<file path="config.mk">
export PLATFORM = sky130hd
export DESIGN_NAME = tlul_err_resp_q
export DESIGN_NICKNAME = d
export VERILOG_FILES = /design/src/rtl/tlul_pkg.sv /design/src/rtl/tlul_err_fifo.sv /design/src/rtl/tlul_err_resp_q.sv
export SDC_FILE = /design/constraint.sdc
export NUM_CORES = 1
export LEC_CHECK = 0
export CORE_ASPECT_RATIO = 0.9
export CORE_UTILIZATION = 40
export CTS_CLUSTER_SIZE = 16
export DETAILED_ROUTE_END_ITERATION = 7
export PLACE_DENSITY = 0.87
export SLEW_MARGIN = 20
export SYNTH_ARGS = -nofsm -noshare
export SYNTH_HDL_FRONTEND = slang
export SYNTH_HIERARCHICAL = 1
export SYNTH_SLANG_ARGS = --single-unit
export TNS_END_PERCENT = 30
</file>
<file path="constraint.sdc">
create_clock -name clk_i -period 2.9 [get_ports clk_i]
set_input_delay 0.29 -clock clk_i [delete_from_list [all_inputs] [get_ports clk_i]]
set_output_delay 0.29 -clock clk_i [all_outputs]
set_load 0.005 [all_outputs]
</file>
<file path="src/rtl/tlul_pkg.sv">
// TL-UL shared package: bus widths, A/D channel opcodes, host/device
// channel structs, plus the error-responder queue entry and default read data.
package tlul_pkg;

  localparam int TL_AW  = 32;        // address width
  localparam int TL_DW  = 32;        // data width
  localparam int TL_AIW = 8;         // source id width
  localparam int TL_DIW = 1;         // sink id width
  localparam int TL_DBW = TL_DW / 8; // byte mask width
  localparam int TL_SZW = 2;         // size field width

  typedef enum logic [2:0] {
    PutFullData    = 3'h0,
    PutPartialData = 3'h1,
    Get            = 3'h4
  } tl_a_op_e;

  typedef enum logic [2:0] {
    AccessAck     = 3'h0,
    AccessAckData = 3'h1
  } tl_d_op_e;

  typedef struct packed {
    logic                a_valid;
    tl_a_op_e            a_opcode;
    logic [2:0]          a_param;
    logic [TL_SZW-1:0]   a_size;
    logic [TL_AIW-1:0]   a_source;
    logic [TL_AW-1:0]    a_address;
    logic [TL_DBW-1:0]   a_mask;
    logic [TL_DW-1:0]    a_data;
    logic                d_ready;
  } tl_h2d_t;

  typedef struct packed {
    logic                d_valid;
    tl_d_op_e            d_opcode;
    logic [2:0]          d_param;
    logic [TL_SZW-1:0]   d_size;
    logic [TL_AIW-1:0]   d_source;
    logic [TL_DIW-1:0]   d_sink;
    logic [TL_DW-1:0]    d_data;
    logic                d_error;
    logic                a_ready;
  } tl_d2h_t;

  // Read data returned on Get responses unless the responder overrides it.
  localparam logic [TL_DW-1:0] ErrRspDataDefault = 32'hFFFF_FFFF;

  // Everything needed to build a response later; address/data are not kept.
  typedef struct packed {
    logic [TL_AIW-1:0] source;
    logic [TL_SZW-1:0] size;
    logic              is_get;
  } tl_err_entry_t;

endpackage

</file>
<file path="src/rtl/tlul_err_fifo.sv">
// Synchronous FIFO of error-response entries.
// Ports:
//   clk_i, rst_i        clock, synchronous active-high reset
//   wvalid/wready/wdata write side; push when wvalid & wready
//   rvalid/rready/rdata read side; rdata is the head entry, pop when rvalid & rready
//   depth               current occupancy (0..Depth)
// Handshake: a transfer happens on a side exactly in a cycle where valid and
// ready are both high at the clock edge; wready depends only on registered
// occupancy, so a pop in the same cycle never frees a slot for a push while full.
module tlul_err_fifo
  import tlul_pkg::*;
#(
  parameter int Depth = 2,
  localparam int CntW = $clog2(Depth + 1)
) (
  input  logic          clk_i,
  input  logic          rst_i,
  input  logic          wvalid,
  output logic          wready,
  input  tl_err_entry_t wdata,
  output logic          rvalid,
  input  logic          rready,
  output tl_err_entry_t rdata,
  output logic [CntW-1:0] depth
);

  localparam int PtrW = (Depth > 1) ? $clog2(Depth) : 1;
  localparam logic [PtrW-1:0] LastPtr = PtrW'(Depth - 1);

  logic [PtrW-1:0] wptr;
  logic [PtrW-1:0] rptr;
  logic [CntW-1:0] count;
  tl_err_entry_t   mem [Depth];

  logic push;
  logic pop;

  // Pointers wrap at Depth, which need not be a power of two.
  function automatic logic [PtrW-1:0] ptr_inc(input logic [PtrW-1:0] p);
    return (p == LastPtr) ? '0 : p + PtrW'(1);
  endfunction

  assign wready = (count != CntW'(Depth));
  assign rvalid = (count != '0);
  assign push   = wvalid & wready;
  assign pop    = rvalid & rready;
  assign rdata  = mem[rptr];
  assign depth  = count;

  always_ff @(posedge clk_i) begin
    if (rst_i) begin
      wptr  <= '0;
      rptr  <= '0;
      count <= '0;
    end else begin
      if (push) wptr <= ptr_inc(wptr);
      if (pop)  rptr <= ptr_inc(rptr);
      case ({push, pop})
        2'b10:   count <= count + CntW'(1);
        2'b01:   count <= count - CntW'(1);
        default: count <= count;
      endcase
    end
  end

  // Storage needs no reset: entries are only visible while count > 0.
  always_ff @(posedge clk_i) begin
    if (push) mem[wptr] <= wdata;
  end

endmodule

</file>
<file path="src/rtl/tlul_err_resp_q.sv">
// TL-UL error responder with an in-order response queue. Every accepted
// request gets exactly one response built from the queued entry; the
// response carries a configurable d_error flag and Get read-data pattern.
// Ports:
//   clk_i, rst_i  clock, synchronous active-high reset
//   tl_h_i        TL-UL host request (A channel + d_ready)
//   tl_h_o        TL-UL device response (D channel + a_ready)
//   cnt_clr_i     clears err_cnt_o (a same-cycle accept makes it 1)
//   err_cnt_o     saturating count of accepted requests
//   err_addr_o    a_address of the most recently accepted request
module tlul_err_resp_q
  import tlul_pkg::*;
#(
  parameter int              Depth     = 2,
  parameter bit              ErrEnable = 1'b1,
  parameter logic [TL_DW-1:0] RspData  = ErrRspDataDefault,
  parameter int              CntWidth  = 16
) (
  input  logic                clk_i,
  input  logic                rst_i,
  input  tl_h2d_t             tl_h_i,
  output tl_d2h_t             tl_h_o,
  input  logic                cnt_clr_i,
  output logic [CntWidth-1:0] err_cnt_o,
  output logic [TL_AW-1:0]    err_addr_o
);

  localparam int OccW = $clog2(Depth + 1);

  tl_err_entry_t   wr_entry;
  tl_err_entry_t   head;
  logic            fifo_wready;
  logic            fifo_rvalid;
  logic [OccW-1:0] fifo_depth;
  logic            push;

  // Occupancy, mask, data and param are not needed to form a response.
  logic unused_sigs;
  assign unused_sigs = ^{fifo_depth, tl_h_i.a_mask, tl_h_i.a_data, tl_h_i.a_param};

  // Any opcode other than Get (including unknown encodings) is acked as a write.
  assign wr_entry.source = tl_h_i.a_source;
  assign wr_entry.size   = tl_h_i.a_size;
  assign wr_entry.is_get = (tl_h_i.a_opcode == Get);

  assign push = tl_h_i.a_valid & fifo_wready;

  tlul_err_fifo #(
    .Depth (Depth)
  ) u_fifo (
    .clk_i  (clk_i),
    .rst_i  (rst_i),
    .wvalid (tl_h_i.a_valid),
    .wready (fifo_wready),
    .wdata  (wr_entry),
    .rvalid (fifo_rvalid),
    .rready (tl_h_i.d_ready),
    .rdata  (head),
    .depth  (fifo_depth)
  );

  // Response fields come only from the registered head entry, so they hold
  // steady while d_valid is high and d_ready is low.
  always_comb begin
    tl_h_o          = '0;
    tl_h_o.a_ready  = fifo_wready;
    tl_h_o.d_valid  = fifo_rvalid;
    tl_h_o.d_opcode = head.is_get ? AccessAckData : AccessAck;
    tl_h_o.d_data   = head.is_get ? RspData : '0;
    tl_h_o.d_error  = ErrEnable;
    tl_h_o.d_source = head.source;
    tl_h_o.d_size   = head.size;
    tl_h_o.d_param  = '0;
    tl_h_o.d_sink   = '0;
  end

  // Clear combined with an accept counts that accept, giving 1.
  always_ff @(posedge clk_i) begin
    if (rst_i) begin
      err_cnt_o  <= '0;
      err_addr_o <= '0;
    end else begin
      if (push) err_addr_o <= tl_h_i.a_address;
      if (cnt_clr_i && push) begin
        err_cnt_o <= CntWidth'(1);
      end else if (cnt_clr_i) begin
        err_cnt_o <= '0;
      end else if (push && (err_cnt_o != '1)) begin
        err_cnt_o <= err_cnt_o + CntWidth'(1);
      end
    end
  end

endmodule
</file>
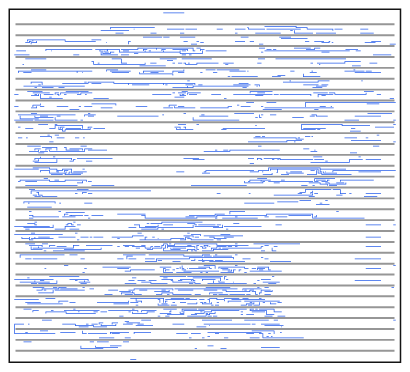
*M1 wires, run 1*
Drawn at 4 px/um. Supply wires on this layer in grey.
share of all routed wire	39%
longest straight run	29.9 um
main direction	horizontal
wire length on this layer	3060 um
count of vias placed by the detailed router: 2843
final wirelength: 7879 um
routing usage on met1: 0.1965

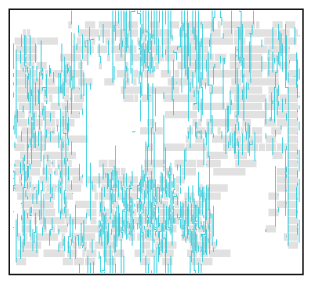
*The metal 2 layer, run 1*
Drawn at 3 px/um.
longest straight run	52.8 um
nets with wire on the layer	450
main direction	vertical
met2 layer usage reported by global route: 0.3191

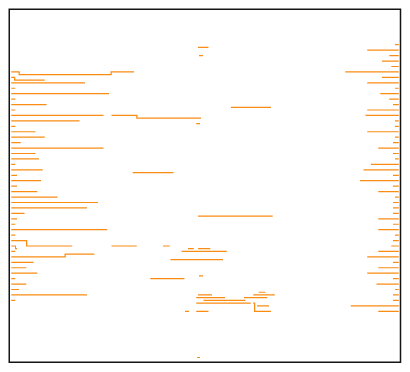
*The metal 3 layer, run 1*
Drawn at 4 px/um.
share of all routed wire	9.1%
main direction	horizontal
nets with wire on the layer	112
wire length on this layer	720 um

==> flow_summary.json, run 1 <==
{
  "outcome": "complete, no violations",
  "worst_r2r_endpoint": "err_cnt_o[14]$_SDFFE_PP0P_",
  "yosys_most_used_dff": "sky130_fd_sc_hd__dfxtp_1",
  "grt_pass1_wl_um": 12500,
  "area_share_of_and_or_nand_nor_cells_after_synthesis": 0.1797,
  "synth_xor_xnor_area_share": 0.008012,
  "drt-pass1-iter-count": 5,
  "grt_use_met3": 0.08300,
  "die_width_um": 97.45,
  "ys_seq_frac": 0.5250,
  "ys_warn_count": 6,
  "mux_area_frac": 0.05303,
  "report.final.slew_viol_count": 0,
  "flip_flop_count_of_the_largest_register_all_copies_and_words_added": 32,
  "ctsHoldBuffers": 0,
  "yosysChipArea_mm2": 0.003279,
  "met1Wirelength_um": 3063,
  "die_area_mm2": 0.008565,
  "grt_start_max_net_pins": 39,
  "type_of_the_tightest_min_delay_check": "register to register",
  "setup.reg_to_reg.worst_slack_ps": 810,
  "synth.yosys.num_cells": 343,
  "maxCapViolations": 0,
  "final-hold-violation-count": 0,
  "gpl.final_weighted_congestion": 0.8570,
  "edf_count": 22,
  "mappedNetlistArea_mm2": 0.003279,
  "grt_overflow_total": 0,
  "clock_latency_ps": 340,
  "drt_first_iter_violations": 129,
  "worst-endpoint-arrival_ps": 2160,
  "finalHoldWorstSlack_ps": 455.9,
  "reg2reg_from": "u_fifo/depth[0]$_SDFFE_PP0P_",
  "ir_drop_mv": 0.2976,
  "met3_length_um": 719,
  "cp-endpoint": "tl_h_o[25]",
  "post-dp-hpwl_um": 5694,
  "globalRouteTotalUtil": 0.1842
}
run 1: cell usage in the layout (no fill, tap or decap), types with 5 or more instances in the layout:
| cell type | instances |
|---|---|
| sky130_fd_sc_hd__o21ai_0 | 8 |
| sky130_fd_sc_hd__clkbuf_8 | 9 |
| sky130_fd_sc_hd__nand2_1 | 77 |
| sky130_fd_sc_hd__edfxtp_1 | 22 |
| sky130_fd_sc_hd__mux2_2 | 11 |
| sky130_fd_sc_hd__nor2_1 | 6 |
| sky130_fd_sc_hd__nand4_1 | 6 |
| sky130_fd_sc_hd__buf_4 | 5 |
| sky130_fd_sc_hd__a21oi_1 | 42 |
| sky130_fd_sc_hd__mux2i_1 | 5 |
| sky130_fd_sc_hd__or3_1 | 9 |
| sky130_fd_sc_hd__dfxtp_1 | 53 |
| sky130_fd_sc_hd__or4_1 | 5 |
| sky130_fd_sc_hd__conb_1 | 7 |
| sky130_fd_sc_hd__clkdlybuf4s50_1 | 142 |
run 1: report_power, final:
part / internal (mW) / leakage, nW / switching [mW] / total, mW
Clock: 0.399 / 0.0964 / 0.386 / 0.784
Combinational: 0.679 / 0.946 / 0.410 / 1.09
Sequential: 1.21 / 0.640 / 0.0827 / 1.29
run 1: cells in the mapped netlist (all sizes together) (5+ instances only):
| cell | number | share of area |
|---|---|---|
| nand2 | 77 | 0.088 |
| dfxtp | 53 | 0.32 |
| buf | 44 | 0.098 |
| a21oi | 42 | 0.064 |
| edfxtp | 22 | 0.20 |
| clkbuf | 12 | 0.014 |
| mux2 | 11 | 0.038 |
| or3 | 9 | 0.017 |
| o21ai | 8 | 0.012 |
| nand4 | 7 | 0.015 |
| nor2 | 6 | 0.0069 |
| mux2i | 5 | 0.015 |
| nor4 | 5 | 0.011 |
| or4 | 5 | 0.011 |
run 1: cells by family (layout without fill, tap and decap cells):
group                      Yosys count  in the layout
xor gates and xnor gates             3              3
muxes                               16             16
and+or+nand+nor                    124            124
adders and majority gates            2              2
other                                2              7
buffers and inverters               57            164
DFF                                 75             75
AOI/OAI and AO/OA                   64             64
run 1: worst min path at each step:
stage,start,endpoint
after detailed placement,err_addr_o[30]$_SDFFE_PP0P_,err_addr_o[30]$_SDFFE_PP0P_
after CTS,err_addr_o[6]$_SDFFE_PP0P_,err_addr_o[6]$_SDFFE_PP0P_
after floorplan,rst_i,u_fifo/depth[1]$_SDFFE_PP0P_
final,err_addr_o[6]$_SDFFE_PP0P_,err_addr_o[6]$_SDFFE_PP0P_
after global routing,tl_h_i[44],err_addr_o[7]$_SDFFE_PP0P_
after global placement,err_addr_o[6]$_SDFFE_PP0P_,err_addr_o[6]$_SDFFE_PP0P_
run 1: area by class of cell:
type	count	area (um2)
clock inverters	6	66.31
well taps	96	120.1
inverters	1	3.754
repair buffers	147	1459
flip-flops and latches	75	1722
fillers	639	3028
multi-input cells	216	1206
clock buffers	10	127.6
run 1: critical path, cell delays in order, from the launching register on:
cell and delay [ps]:
sky130_fd_sc_hd__dfxtp_1 650, sky130_fd_sc_hd__mux2_2 570, sky130_fd_sc_hd__clkdlybuf4s50_1 610
### Placement view, run 1

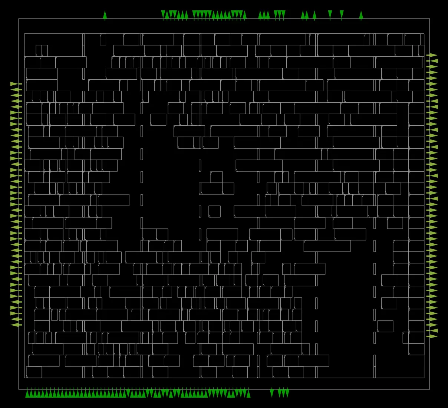

==> inputs of run 2 (changes only) <==
--- a/config.mk
+++ b/config.mk
@@ -6,10 +6,10 @@
 export NUM_CORES = 1
 export LEC_CHECK = 0
 export CORE_ASPECT_RATIO = 0.9
-export CORE_UTILIZATION = 40
+export CORE_UTILIZATION = 34
 export CTS_CLUSTER_SIZE = 16
 export DETAILED_ROUTE_END_ITERATION = 7
-export PLACE_DENSITY = 0.87
+export PLACE_DENSITY = 0.79
 export SLEW_MARGIN = 20
 export SYNTH_ARGS = -nofsm -noshare
 export SYNTH_HDL_FRONTEND = slang
==> constraint.sdc (replaced) <==
create_clock -name clk_i -period 2 [get_ports clk_i]
set_input_delay 0.2 -clock clk_i [delete_from_list [all_inputs] [get_ports clk_i]]
set_output_delay 0.2 -clock clk_i [all_outputs]
set_load 0.005 [all_outputs]
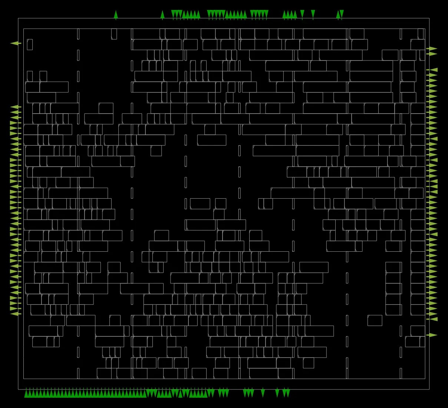
*Placement view, run 2*
tapcell count: 122
FFs & Latches: 75
final instance count without filler cells: 592
sequential fraction of total cell area: 0.3530
area of the core region: 0.009249 mm2

==> run 2 against run 1 <==
  * Combinational power rose by 55%
  * Sequential share of layout area fell by 1.3 points
  * Clock skew rose by 8.2 ps
  * Clock-buffer cell count fell by 1
  * Worst setup slack got worse by 340 ps
  * Critical path type unchanged
==> flow_summary.json, run 2 <==
{
  "edf_count": 22,
  "globalRouteTotalUtil": 0.1563,
  "synth.yosys.num_cells": 343,
  "synthDominantAreaCellType": "sky130_fd_sc_hd__dfxtp_1",
  "netSwitchingFraction": 0.2794,
  "share_clk_of_total_power": 0.253,
  "drt_first_iter_violations": 93,
  "synth.cells.most_frequent": "sky130_fd_sc_hd__nand2_1 (77), sky130_fd_sc_hd__dfxtp_1 (53), sky130_fd_sc_hd__a21oi_1 (42)",
  "synth_largest_type_area_fraction": 0.3235,
  "setup.reg_to_reg.worst_slack_ps": 140,
  "grt_start_max_net_pins": 36,
  "finalHoldWorstSlack_ps": 396.9,
  "ctsHoldBuffers": 0,
  "reg2reg_from": "err_cnt_o[0]$_SDFFE_PP0P_",
  "type_of_the_tightest_min_delay_check": "input port to register",
  "mappedNetlistArea_mm2": 0.003279,
  "layout_top_cell_excl_fill_tap": "sky130_fd_sc_hd__clkdlybuf4s50_1",
  "multiInputGateArea_mm2": 0.001210,
  "clock_latency_ps": 340,
  "yosysChipArea_mm2": 0.003279,
  "post-dp-hpwl_um": 5726,
  "yosys_most_used_dff": "sky130_fd_sc_hd__dfxtp_1",
  "ys_seq_frac": 0.5250,
  "outcome": "complete, no violations",
  "drt-total-wl_um": 7820,
  "switching_power_mw": 1.319,
  "synth.top_cells.by_area": "sky130_fd_sc_hd__dfxtp_1 (32%), sky130_fd_sc_hd__edfxtp_1 (20%), sky130_fd_sc_hd__buf_4 (9.4%), sky130_fd_sc_hd__nand2_1 (8.8%), sky130_fd_sc_hd__a21oi_1 (6.4%)",
  "nFillCells": 833,
  "count_of_vias_placed_by_the_detailed_router": 2869,
  "report.final.slew_viol_count": 0
}
==> run 2: metrics by stage <==
stage | cells | power, mW
floorplan | 348 | 2.829
global route | 592 | 4.997
finish | 592 | 4.722
global placement | 576 | 3.529
CTS | 592 | 4.795
detailed placement | 576 | 3.576
==> run 2: worst max-delay path: stages (launching register included) <==
cell	delay, ps
sky130_fd_sc_hd__dfxtp_1	360
sky130_fd_sc_hd__buf_4	200
sky130_fd_sc_hd__mux2_2	360
sky130_fd_sc_hd__clkdlybuf4s50_1	450
==> run 2: kinds of logic (layout without fill, tap and decap cells) <==
family | after synthesis | count (layout) | synth area share
compound gates | 64 | 64 | 0.1114
xor+xnor | 3 | 3 | 0.008014
fa+ha+maj | 2 | 2 | 0.007629
buf+inv | 57 | 179 | 0.1129
flops | 75 | 75 | 0.5250
mux | 16 | 16 | 0.05303
other cells | 2 | 7 | 0.002290
simple gates | 124 | 124 | 0.1797
==> run 2: worst max-delay path by stage <==
| stage | endpoint | start | slack [ps] |
|---|---|---|---|
| 2_1_floorplan | err_cnt_o[14]$_SDFFE_PP0P_ | err_cnt_o[0]$_SDFFE_PP0P_ | 70 |
| 3_3_place_gp | err_cnt_o[14]$_SDFFE_PP0P_ | tl_h_i[85] | -60 |
| 3_5_place_dp | err_cnt_o[14]$_SDFFE_PP0P_ | tl_h_i[85] | -100 |
| 4_1_cts | tl_h_o[38] | register | 60 |
| 5_1_grt | tl_h_o[41] | register | 20 |
| 6_report | tl_h_o[38] | register | 100 |
==> run 2: per-layer routing <==
layer	vias up	routed length, um	GRT usage	share of wire
li1	1399	-	-	-
met2	133	3807	0.2785	0.49
met3	10	749	0.04785	0.096
met5	-	0	0	0
met4	0	104	0.06944	0.013
met1	1327	3159	0.1739	0.40
==> run 2: layout make-up <==
type                       count  share of cell area
sequential                    75              0.3530
tap                          122             0.03130
multi-input combinational    216              0.2481
inverter                       1           0.0007696
clock inverter                 7             0.01668
clock buffer                   9             0.02540
timing repair buffer         162              0.3248
==> run 2: power by group through the flow <==
stage / combinational, mW / clock (mW) / sequential [mW]
floorplan: 0.954 / 0 / 1.88
global placement: 1.67 / 0 / 1.86
detailed placement: 1.71 / 0 / 1.87
CTS: 1.72 / 1.24 / 1.84
global route: 1.85 / 1.29 / 1.86
finish: 1.69 / 1.20 / 1.83
==> run 2: timing repair <==
action | 4_1_cts | 5_1_grt
hold endpoints to repair | 0 | 0
setup endpoints to repair | 33 | 0
gates resized | 1 | 0
setup buffers | 0 | 0
Power and IR drop assume default switching activity.
